## config.mk

```make
export PLATFORM = sky130hd
export DESIGN_NAME = buffer_drain
export DESIGN_NICKNAME = d
export VERILOG_FILES = /design/src/rtl/buffer_drain.sv
export SDC_FILE = /design/constraint.sdc
export NUM_CORES = 1
export LEC_CHECK = 0
export ABC_AREA = 1
export CORE_MARGIN = 2
export CORE_UTILIZATION = 43
export CTS_CLUSTER_SIZE = 24
export DETAILED_ROUTE_END_ITERATION = 12
export DONT_BUFFER_PORTS = 1
export SKIP_LAST_GASP = 1
export SYNTH_ARGS = -nofsm -noshare
export SYNTH_HDL_FRONTEND = slang
export SYNTH_SLANG_ARGS = --single-unit
```

## constraint.sdc

```tcl
create_clock -name clk_i -period 2.22 [get_ports clk_i]
set_input_delay 0.444 -clock clk_i [delete_from_list [all_inputs] [get_ports clk_i]]
set_output_delay 0.444 -clock clk_i [all_outputs]
set_load 0.1 [all_outputs]
```

## src/rtl/buffer_drain.sv

```systemverilog
`default_nettype none
`timescale 1ns/1ps
// ============================================================================
// Module   : buffer_drain
// Purpose  : Read-side controller for a FWFT buffer FIFO. A start command pops
//            exactly burst_len_i words from the FIFO. The words leave on a
//            valid/ready stream through a 2-entry output queue. The pop request
//            depends only on registered state and fifo_empty_i, so there is no
//            combinational path from m_ready_i to fifo_rd_en_o.
// Ports    : clk_i, rst_ni (async, active-low)
//            start_i, burst_len_i       : command; the length is sampled when
//                                         the command is accepted
//            busy_o, done_o             : status; done_o pulses for one cycle
//                                         at the end of a burst
//            fifo_empty_i, fifo_dout_i,
//            fifo_rd_en_o               : FWFT FIFO read side
//            m_data_o, m_valid_o,
//            m_ready_i                  : output stream
//            m_last_o                   : last-word flag (optional)
// Options  : define BUFFER_DRAIN_LAST_EN to add the m_last_o port.
// Revision : 1.0 - initial release
// ============================================================================
module buffer_drain #(
  parameter int DWIDTH = 16,
  parameter int LEN_W  = 16
) (
  input  logic              clk_i,
  input  logic              rst_ni,
  input  logic              start_i,
  input  logic [LEN_W-1:0]  burst_len_i,
  output logic              busy_o,
  output logic              done_o,
  input  logic              fifo_empty_i,
  input  logic [DWIDTH-1:0] fifo_dout_i,
  output logic              fifo_rd_en_o,
  output logic [DWIDTH-1:0] m_data_o,
  output logic              m_valid_o,
  input  logic              m_ready_i
`ifdef BUFFER_DRAIN_LAST_EN
  ,
  output logic              m_last_o
`endif
);

  typedef enum logic [1:0] {
    IDLE  = 2'd0,
    RUN   = 2'd1,
    DRAIN = 2'd2
  } state_t;

  state_t            state_q, state_d;
  logic [LEN_W-1:0]  rd_left_q, rd_left_d;   // words still to pop from the FIFO
  logic [LEN_W-1:0]  tx_left_q, tx_left_d;   // words still to hand to the consumer
  logic [1:0]        occ_q, occ_d;           // output queue occupancy, 0..2
  logic [DWIDTH-1:0] q0_q, q0_d;             // queue head
  logic [DWIDTH-1:0] q1_q, q1_d;             // queue second entry
  logic              done_q, done_d;

  logic push;
  logic pop;

  // Pop request uses only registered state and fifo_empty_i.
  assign push = (state_q == RUN) && !fifo_empty_i &&
                (rd_left_q != '0) && (occ_q != 2'd2);
  assign pop  = (occ_q != 2'd0) && m_ready_i;

  assign fifo_rd_en_o = push;
  assign m_valid_o    = (occ_q != 2'd0);
  assign m_data_o     = q0_q;
  assign busy_o       = (state_q != IDLE);
  assign done_o       = done_q;

`ifdef BUFFER_DRAIN_LAST_EN
  assign m_last_o = (occ_q != 2'd0) && (tx_left_q == LEN_W'(1));
`endif

  always_comb begin
    state_d   = state_q;
    rd_left_d = rd_left_q;
    tx_left_d = tx_left_q;
    occ_d     = occ_q;
    q0_d      = q0_q;
    q1_d      = q1_q;
    done_d    = 1'b0;

    // Output queue. A push never coincides with occ_q == 2 because the pop
    // request is blocked there.
    case (occ_q)
      2'd0: begin
        if (push) begin
          q0_d  = fifo_dout_i;
          occ_d = 2'd1;
        end
      end
      2'd1: begin
        if (push && pop) begin
          q0_d = fifo_dout_i;
        end else if (push) begin
          q1_d  = fifo_dout_i;
          occ_d = 2'd2;
        end else if (pop) begin
          occ_d = 2'd0;
        end
      end
      default: begin
        if (pop) begin
          q0_d  = q1_q;
          occ_d = 2'd1;
        end
      end
    endcase

    if (push) begin
      rd_left_d = rd_left_q - LEN_W'(1);
    end
    if (pop) begin
      tx_left_d = tx_left_q - LEN_W'(1);
    end

    case (state_q)
      IDLE: begin
        if (start_i) begin
          if (burst_len_i != '0) begin
            state_d   = RUN;
            rd_left_d = burst_len_i;
            tx_left_d = burst_len_i;
          end else begin
            // Zero-length burst completes immediately.
            done_d = 1'b1;
          end
        end
      end
      RUN: begin
        if (push && (rd_left_q == LEN_W'(1))) begin
          state_d = DRAIN;
        end
      end
      DRAIN: begin
        if (pop && (tx_left_q == LEN_W'(1))) begin
          state_d = IDLE;
          done_d  = 1'b1;
        end
      end
      default: begin
        state_d = IDLE;
      end
    endcase
  end

  always_ff @(posedge clk_i or negedge rst_ni) begin
    if (!rst_ni) begin
      state_q   <= IDLE;
      rd_left_q <= '0;
      tx_left_q <= '0;
      occ_q     <= 2'd0;
      q0_q      <= '0;
      q1_q      <= '0;
      done_q    <= 1'b0;
    end else begin
      state_q   <= state_d;
      rd_left_q <= rd_left_d;
      tx_left_q <= tx_left_d;
      occ_q     <= occ_d;
      q0_q      <= q0_d;
      q1_q      <= q1_d;
      done_q    <= done_d;
    end
  end

endmodule
`default_nettype wire

```

**Close-up of the layout**

Window x 32 to 72, y 53 to 93 um. Cells in gray, sequential cells in the stronger gray; small squares are vias.
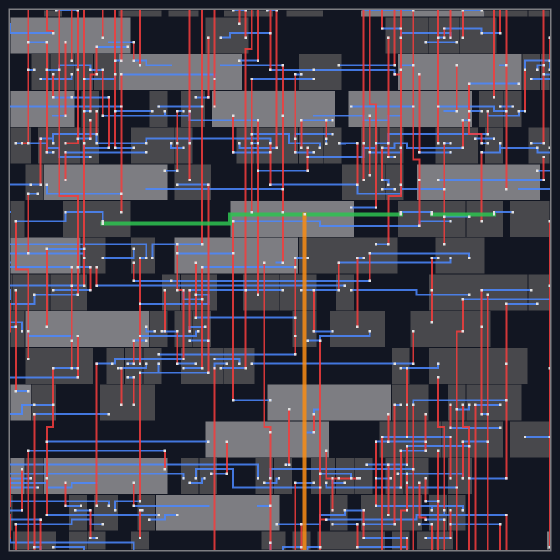
Green is metal 3. Orange is metal 4. Red is metal 2. Blue is metal 1.
Netlist names of flops here include `q1_q` (7), `m_data_o` (3), `rd_left_q` (3). Sequential cells in the window: 16. 114 logic cells have their middle in the window. Most frequent: nand2_1 (29), dfrtp_1 (16), inv_1 (11).

**Signal wires on met2**

(3 px per um)
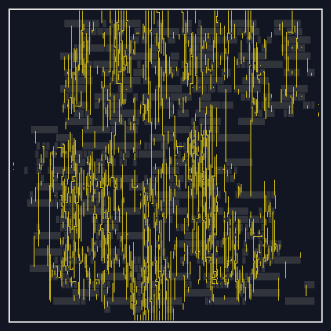
The longest straight run is 38.1 um. 470 nets have wire on it. The wires run mostly vertical. The layer carries 4550 um of wire. The layer holds 48% of the routed length.
WL final: 9408 um
Via Count: 3516
M2 GR Usage: 31.17%

==> results.cfg <==
; physical design summary
[floorplan]
die_area_sq_um = 10770
coreArea_sq_um = 9729
die-height_um = 103.8
ios = 57
std_cell_rows = 36

[worst_setup_path]
crit_buf_inv = 2
crit_path_top_delay_cell = dfrtp_1
endpoint = fifo_rd_en_o
arrival_ns = 1.63
reg2reg_depth = 9
cp_top_family = flip-flops
r2r_setup_slack_ns = 0.38

[detailed_routing]
drt.antenna.violating_nets = 0
drc = 0

[min_path]
hp-class = input pin to flip-flop

[finish]
lay_top_count = nand2_1
final_core_util_pct = 48.80
flop_area_sq_um = 1727
dominant_cells = logic gates
insertedDiodeCount = 0
nFillCells = 971
nMultiInputCombCells = 407
design_area_sq_um = 4748
lay_top_cells = 179 x nand2_1, 87 x inv_1, 69 x dfrtp_1

[logic_synthesis]
ys_seq_share_pct = 40.33
syn_inst = 580
fa_ha_area_share_pct = 1.461
aoi_share_pct = 9.176

[placement]
numPortBuffers = 0
dp_slack_ns = 0.3965
gp_congestion = 0.8936
dp_cells = 724

[clock_tree]
clkSlewWorstSetupHoldPaths_ns = 0.08
numCtsBuffers = 9
cts-root-buf = clkbuf_8
hold_buffers = 2
cts_tree = yes
clockBufferDepth = 2

[flow_run]
warnings = 29

[sta]
setup_ws_ns = 0.1415
max_freq_mhz = 481.1
layout_min_cycle_time_ns = 2.079
final_hold_viol_count = 0

[grt]
antenna_found_initial = 0

[status]
status = finished, final reports clean

[pwr]
power.density_nw_per_um2 = 1527
[how the worst min path moves through the flow]
| stage | depth (start not counted) | start | endpoint | slack, ns |
|---|---|---|---|---|
| finish | 2 | fifo_dout_i[14] | q1_q[14] | 0.21 |
| global route | 2 | fifo_dout_i[11] | q1_q[11] | 0.20 |
| CTS | 2 | fifo_dout_i[14] | q1_q[14] | 0.19 |
| detailed placement | 0 | rst_ni | rd_left_q[12] | 0.15 |
| global placement | 0 | rst_ni | rd_left_q[11] | 0.15 |
| floorplan | 0 | rst_ni | done_o | 0.15 |
[synth_stat cells, types with 3 or more instances]
library cell	instances	area, sq um
o21ai_2	20	175.2
nand2_1	179	671.9
buf_6	5	56.30
nor2_1	60	225.2
nor2_4	4	45.04
nand3_2	4	40.04
buf_2	6	30.03
o21ai_0	29	145.1
ha_1	5	62.56
nor2_2	3	18.77
mux2i_1	4	40.04
a21oi_1	6	30.03
or2_2	5	31.28
nand4_1	3	18.77
nand2_4	3	33.78
nand3b_1	4	30.03
nand2_2	16	100.1
xor2_1	9	78.83
nand3_1	41	205.2
dfrtp_1	69	1727
inv_1	87	326.6
[report_power, final]
part | leakage, uW | switching, uW | internal [uW]
Sequential | 0.000834 | 439 | 1830
Clock | 0.0000950 | 498 | 513
Combinational | 0.00157 | 2840 | 1130
[routing by layer]
metal | routed length, um | GRT usage [%] | vias to the layer above
li1 | - | - | 1824
met1 | 4372 | 23.68 | 1619
met2 | 4553 | 31.17 | 67
met3 | 398 | 4.405 | 6
met4 | 84 | 5.502 | 0
met5 | 0 | 0 | -
[logic make-up (layout without fill, tap and decap cells)]
logic type | after synthesis | in the layout
compound gates | 60 | 60
xor+xnor | 11 | 11
fa+ha+maj | 5 | 5
buf+inv | 104 | 132
flops | 69 | 69
mux | 4 | 4
simple gates | 327 | 327
Power and IR drop assume default switching activity.
